$ cat src/rtl/sprite_rom_arbiter_if.sv
// Bundle of the sprite fetch request side, the shared ROM port and the tagged read return.
// The arbiter connects through the slave modport; fetch units and the ROM model use master.
interface sprite_rom_arbiter_if #(
    parameter int NUM_REQ = 4,
    parameter int ADDR_W  = 13,
    parameter int DATA_W  = 12,
    parameter int ID_W    = 3
);
    logic                      en;
    logic [NUM_REQ-1:0]        req;
    logic [NUM_REQ*ADDR_W-1:0] req_addr;
    logic [NUM_REQ-1:0]        gnt;
    logic [ADDR_W-1:0]         rom_address;
    logic [DATA_W-1:0]         rom_q;
    logic                      rd_valid;
    logic [ID_W-1:0]           rd_id;
    logic [DATA_W-1:0]         rd_data;

    modport master (
        output en, req, req_addr, rom_q,
        input  gnt, rom_address, rd_valid, rd_id, rd_data
    );

    modport slave (
        input  en, req, req_addr, rom_q,
        output gnt, rom_address, rd_valid, rd_id, rd_data
    );
endinterface

$ cat src/rtl/sprite_rom_arbiter.sv
// Round-robin arbiter sharing one synchronous sprite ROM port among NUM_REQ fetch units.
// Each grant launches a tag that follows the ROM latency so rd_data returns with its owner ID.
module sprite_rom_arbiter #(
    parameter int NUM_REQ = 4,
    parameter int ADDR_W  = 13,
    parameter int DATA_W  = 12,
    parameter int ROM_LAT = 1,
    parameter int ID_W    = 3
) (
    input  logic                 vga_clk,
    input  logic                 reset_n,
    sprite_rom_arbiter_if.slave  bus
);
    localparam int SEL_W = (NUM_REQ > 1) ? $clog2(NUM_REQ) : 1;

    logic [ID_W-1:0]   r_ptr;
    logic [ADDR_W-1:0] r_rom_address;
    logic [ROM_LAT:0]  r_tag_vld;
    logic [ID_W-1:0]   r_tag_id [0:ROM_LAT];

    int                w_idx;
    logic              w_found;
    logic [ID_W-1:0]   w_winner;
    logic              w_grant;
    logic [ID_W-1:0]   w_ptr_next;
    logic [NUM_REQ-1:0] w_gnt;
    logic [ADDR_W-1:0] w_sel_addr;

    // Walk the requesters starting at the pointer; wrap is explicit so non power-of-two
    // counts never produce an ID at or above NUM_REQ.
    always_comb begin
        w_idx    = 0;
        w_found  = 1'b0;
        w_winner = '0;
        for (int k = 0; k < NUM_REQ; k++) begin
            w_idx = int'(r_ptr) + k;
            if (w_idx >= NUM_REQ) begin
                w_idx = w_idx - NUM_REQ;
            end
            if (!w_found && bus.req[SEL_W'(w_idx)]) begin
                w_found  = 1'b1;
                w_winner = ID_W'(w_idx);
            end
        end
    end

    assign w_grant    = bus.en && reset_n && w_found;
    assign w_ptr_next = (w_winner == ID_W'(NUM_REQ - 1)) ? '0 : w_winner + ID_W'(1);

    always_comb begin
        w_gnt = '0;
        if (w_grant) begin
            w_gnt[SEL_W'(w_winner)] = 1'b1;
        end
    end

    always_comb begin
        w_sel_addr = '0;
        for (int k = 0; k < NUM_REQ; k++) begin
            if (w_winner == ID_W'(k)) begin
                w_sel_addr = bus.req_addr[k*ADDR_W +: ADDR_W];
            end
        end
    end

    always_ff @(posedge vga_clk or negedge reset_n) begin
        if (!reset_n) begin
            r_ptr         <= '0;
            r_rom_address <= '0;
            r_tag_vld     <= '0;
            for (int i = 0; i <= ROM_LAT; i++) begin
                r_tag_id[i] <= '0;
            end
        end else begin
            if (w_grant) begin
                r_ptr         <= w_ptr_next;
                r_rom_address <= w_sel_addr;
            end
            // Stage 0 lines up with rom_address; the head lines up with rom_q.
            r_tag_vld   <= {r_tag_vld[ROM_LAT-1:0], w_grant};
            r_tag_id[0] <= w_grant ? w_winner : '0;
            for (int i = 1; i <= ROM_LAT; i++) begin
                r_tag_id[i] <= r_tag_id[i-1];
            end
        end
    end

    assign bus.gnt         = w_gnt;
    assign bus.rom_address = r_rom_address;
    assign bus.rd_valid    = r_tag_vld[ROM_LAT];
    assign bus.rd_id       = r_tag_id[ROM_LAT];
    assign bus.rd_data     = bus.rom_q;
endmodule

$ cat src/flat_wrapper.sv
// flat-port wrapper written by rule: the top's interface ports become plain ports
module sprite_rom_arbiter_flat 
#(
    parameter int NUM_REQ = 4,
    parameter int ADDR_W  = 13,
    parameter int DATA_W  = 12,
    parameter int ROM_LAT = 1,
    parameter int ID_W    = 3
)
  (vga_clk, reset_n, bus_en, bus_req, bus_req_addr, bus_rom_q, bus_gnt, bus_rom_address, bus_rd_valid, bus_rd_id, bus_rd_data);
  sprite_rom_arbiter_if #(.NUM_REQ(NUM_REQ), .ADDR_W(ADDR_W), .DATA_W(DATA_W), .ID_W(ID_W)) bus_i ();
  input  logic vga_clk;
  input  logic reset_n;
  input wire logic [$bits(bus_i.en)-1:0] bus_en;
  input wire logic [$bits(bus_i.req)-1:0] bus_req;
  input wire logic [$bits(bus_i.req_addr)-1:0] bus_req_addr;
  input wire logic [$bits(bus_i.rom_q)-1:0] bus_rom_q;
  output wire logic [$bits(bus_i.gnt)-1:0] bus_gnt;
  output wire logic [$bits(bus_i.rom_address)-1:0] bus_rom_address;
  output wire logic [$bits(bus_i.rd_valid)-1:0] bus_rd_valid;
  output wire logic [$bits(bus_i.rd_id)-1:0] bus_rd_id;
  output wire logic [$bits(bus_i.rd_data)-1:0] bus_rd_data;
  assign bus_i.en = bus_en;
  assign bus_i.req = bus_req;
  assign bus_i.req_addr = bus_req_addr;
  assign bus_i.rom_q = bus_rom_q;
  assign bus_gnt = bus_i.gnt;
  assign bus_rom_address = bus_i.rom_address;
  assign bus_rd_valid = bus_i.rd_valid;
  assign bus_rd_id = bus_i.rd_id;
  assign bus_rd_data = bus_i.rd_data;
  sprite_rom_arbiter #(.NUM_REQ(NUM_REQ), .ADDR_W(ADDR_W), .DATA_W(DATA_W), .ROM_LAT(ROM_LAT), .ID_W(ID_W)) u_core (.vga_clk(vga_clk), .reset_n(reset_n), .bus(bus_i));
endmodule
$ cat config.mk
export PLATFORM = sky130hd
export DESIGN_NAME = sprite_rom_arbiter_flat
export DESIGN_NICKNAME = d
export VERILOG_FILES = /design/src/rtl/sprite_rom_arbiter_if.sv /design/src/rtl/sprite_rom_arbiter.sv /design/src/flat_wrapper.sv
export SDC_FILE = /design/constraint.sdc
export NUM_CORES = 1
export LEC_CHECK = 0
export ABC_AREA = 1
export CAP_MARGIN = 25
export CORE_ASPECT_RATIO = 1.5
export CORE_MARGIN = 8
export CORE_UTILIZATION = 24
export CTS_CLUSTER_SIZE = 8
export DETAILED_ROUTE_END_ITERATION = 10
export GPL_TIMING_DRIVEN = 0
export SLEW_MARGIN = 20
export SYNTH_ARGS = -nofsm -noshare
export SYNTH_HDL_FRONTEND = slang
export SYNTH_SLANG_ARGS = --single-unit
$ cat constraint.sdc
create_clock -name vga_clk -period 3.3 [get_ports vga_clk]
set_input_delay 0.495 -clock vga_clk [delete_from_list [all_inputs] [get_ports vga_clk]]
set_output_delay 0.495 -clock vga_clk [all_outputs]
set_load 0.005 [all_outputs]
Figure 1. Drive-strength map.
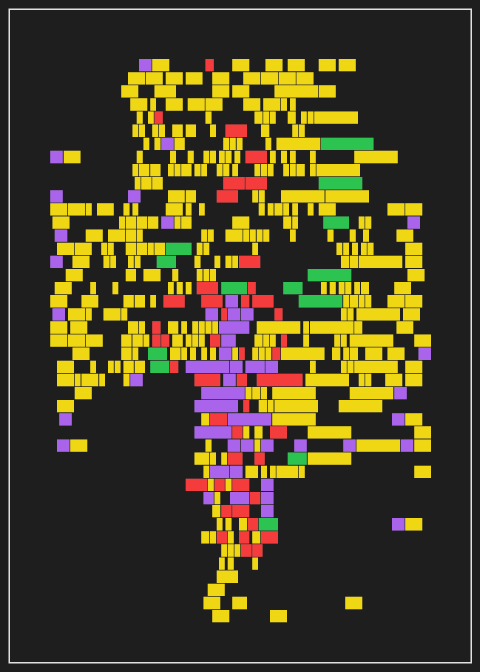
legend:
  yellow:
    size: drive 1 or less
    cells: 347
    share: 77%
  green:
    size: drive 6 and up
    cells: 13
    share: 2.9%
  purple:
    size: drive 3 to 4
    cells: 46
    share: 10%
  red:
    size: drive 2
    cells: 45
    share: 10%

Figure 2. Routed metal per tile.
The die is cut into 19 by 27 equal tiles; dark blue is low, red is high, scaled to the fullest tile. Values are wire area over tile area, all layers added.
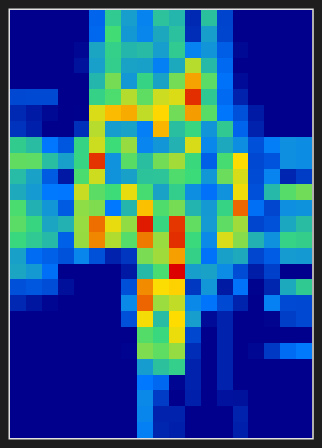
nearly empty tiles: 37%
tiles over half the peak: 18%
emptiest ninth of the die: bottom left
fullest tile: 0.39
mean over tiles: 0.093

==> out/summary.txt <==
Status - completed
Switch share - 0.484
Post-placement cell count - 543
Met3 Resource Use GR - 0.0228
Final clock skew - 0.00226 ns
Setup Slack @ Placement - -0.738 ns
Worst-path fanout max - 6
Storage cell area - 602 sq um
Synth Register Bits - 24
Pint - 2.14 mW
Largest delay contributor family on the critical path - buffers and inverters
Mux cell area share - 0
Initial antenna violation count - 0
P per Cell Area - 1130 mW/mm^2
Power Sequential - 0.459 mW
Simple share - 0.447
Combinational share of cell area - 0.347
Most used flip-flop cell - dfrtp_1
Synth top cell by count - nand2_1
Cell Type Count - 32
First-pass GRT wire length - 11.8 mm
CTS H-tree depth - 1
Aoi share - 0.0435
CTS sink count - 24
Largest class - non-clock buffers
CP arrival - 2.69 ns
Fraction of area in registers - 0.165
Leak - 2.05 nW
Total of max-cap violations - 0
Top cells by area - dfrtp_1, nand2_1, inv_1
Mean Syn Cell Area - 6.71 sq um
Logic area - 0.00127 sq mm
# clk buffers - 3
Met2 Use GR - 0.199
Final hold viol count - 0
Inverters - 58
Yosys stat area - 0.00227 sq mm
FP Rows - 43
Reg-to-reg startpoint - u_core.r_ptr[0]
Final WS setup - 0.115 ns
# DRC - 0
Core area - 0.00925 sq mm
Final hold slack - 0.352 ns
Clk root buf - clkbuf_16
OpenROAD warnings - 31
ClkCell Share - 0.0287
DRT antenna net count - 0
Die outline width - 95.5 microns
Area leader, netlist - dfrtp_1
Final Non-Filler Cells - 563
Num CTS Buffers - 3
Clk power - 0.342 mW
Metal3 WL - 580 microns
Die area - 0.0129 sq mm
Fin. max-slew vios - 0
Total power - 4.14 mW
Clk Latency, worst-skew pair - 0.25 ns
Global routing's busiest layer - met2
Worst Setup EP - bus_gnt[3]
CP peak stage delay - 0.40 ns
Cells in synth_stat.txt - 339
Main kind of combinational logic by area - simple AND/OR/NAND/NOR gates
Port Buffers - 91
Metal2 WL - 3.70 mm
Largest net degree at the start of global routing - 18
Final worst-path cycle share - 0.965
Clk pin slew, worst setup/hold paths - 0.06 ns
Sequential share of power - 0.111
Uppermost layer routed - met4
CTS tree - built
Placer Congestion - 0.833
Crit-path slowest cell - dfrtp_1
Mapped Area - 0.00227 sq mm
Routed wire length - 7.43 mm
Hold Crit Start - u_core.r_tag_vld[0]
CTS Hold Buffers Added - 0
Reg2reg setup slack - 0.39 ns
Ys Warns - 0
Top pwr grp - combinational cells
Via/cell ratio - 4.35
Worst EP required - 2.80 ns
Count of buffer and inverter cells on the critical path - 7
Clock power share - 0.083
Top cells excl fill/tap - nand2_1, clkdlybuf4s50_1, inv_1, buf_4, nand4_1
Setup Buffers After CTS - 6
Die Ht - 135 microns
Commonest Layout Cell - nand2_1
Critical Path Start - u_core.r_ptr[0]
Initial Util - 0.246
Slew HR - 0.698
## worst min path at each step
stage | end | slack [ns] | cells past startpoint
global placement | u_core.bus.rd_id[0] | 0.33 | 0
CTS | u_core.bus.rd_id[0] | 0.35 | 0
finish | u_core.r_tag_vld[1] | 0.35 | 0
floorplan | u_core.bus.rd_id[0] | 0.20 | 0
detailed placement | u_core.bus.rd_id[0] | 0.34 | 0
global route | u_core.r_tag_vld[1] | 0.37 | 0
## stage by stage
step	util	cell area [sq um]
2_1_floorplan	-	2270
3_3_place_gp	0.359	3320
3_5_place_dp	0.361	3340
4_1_cts	0.386	3570
5_1_grt	0.395	3660
6_report	0.395	3660
## registers in the layout, summed over array words and instances (netlist names)
signal and flops:
u_core.bus.rd_id 3, u_core.bus.rom_address 13, u_core.r_ptr 3, u_core.r_tag_id 3, u_core.r_tag_vld 2
Power figures rest on the tool's default switching activity, not on a simulated workload.
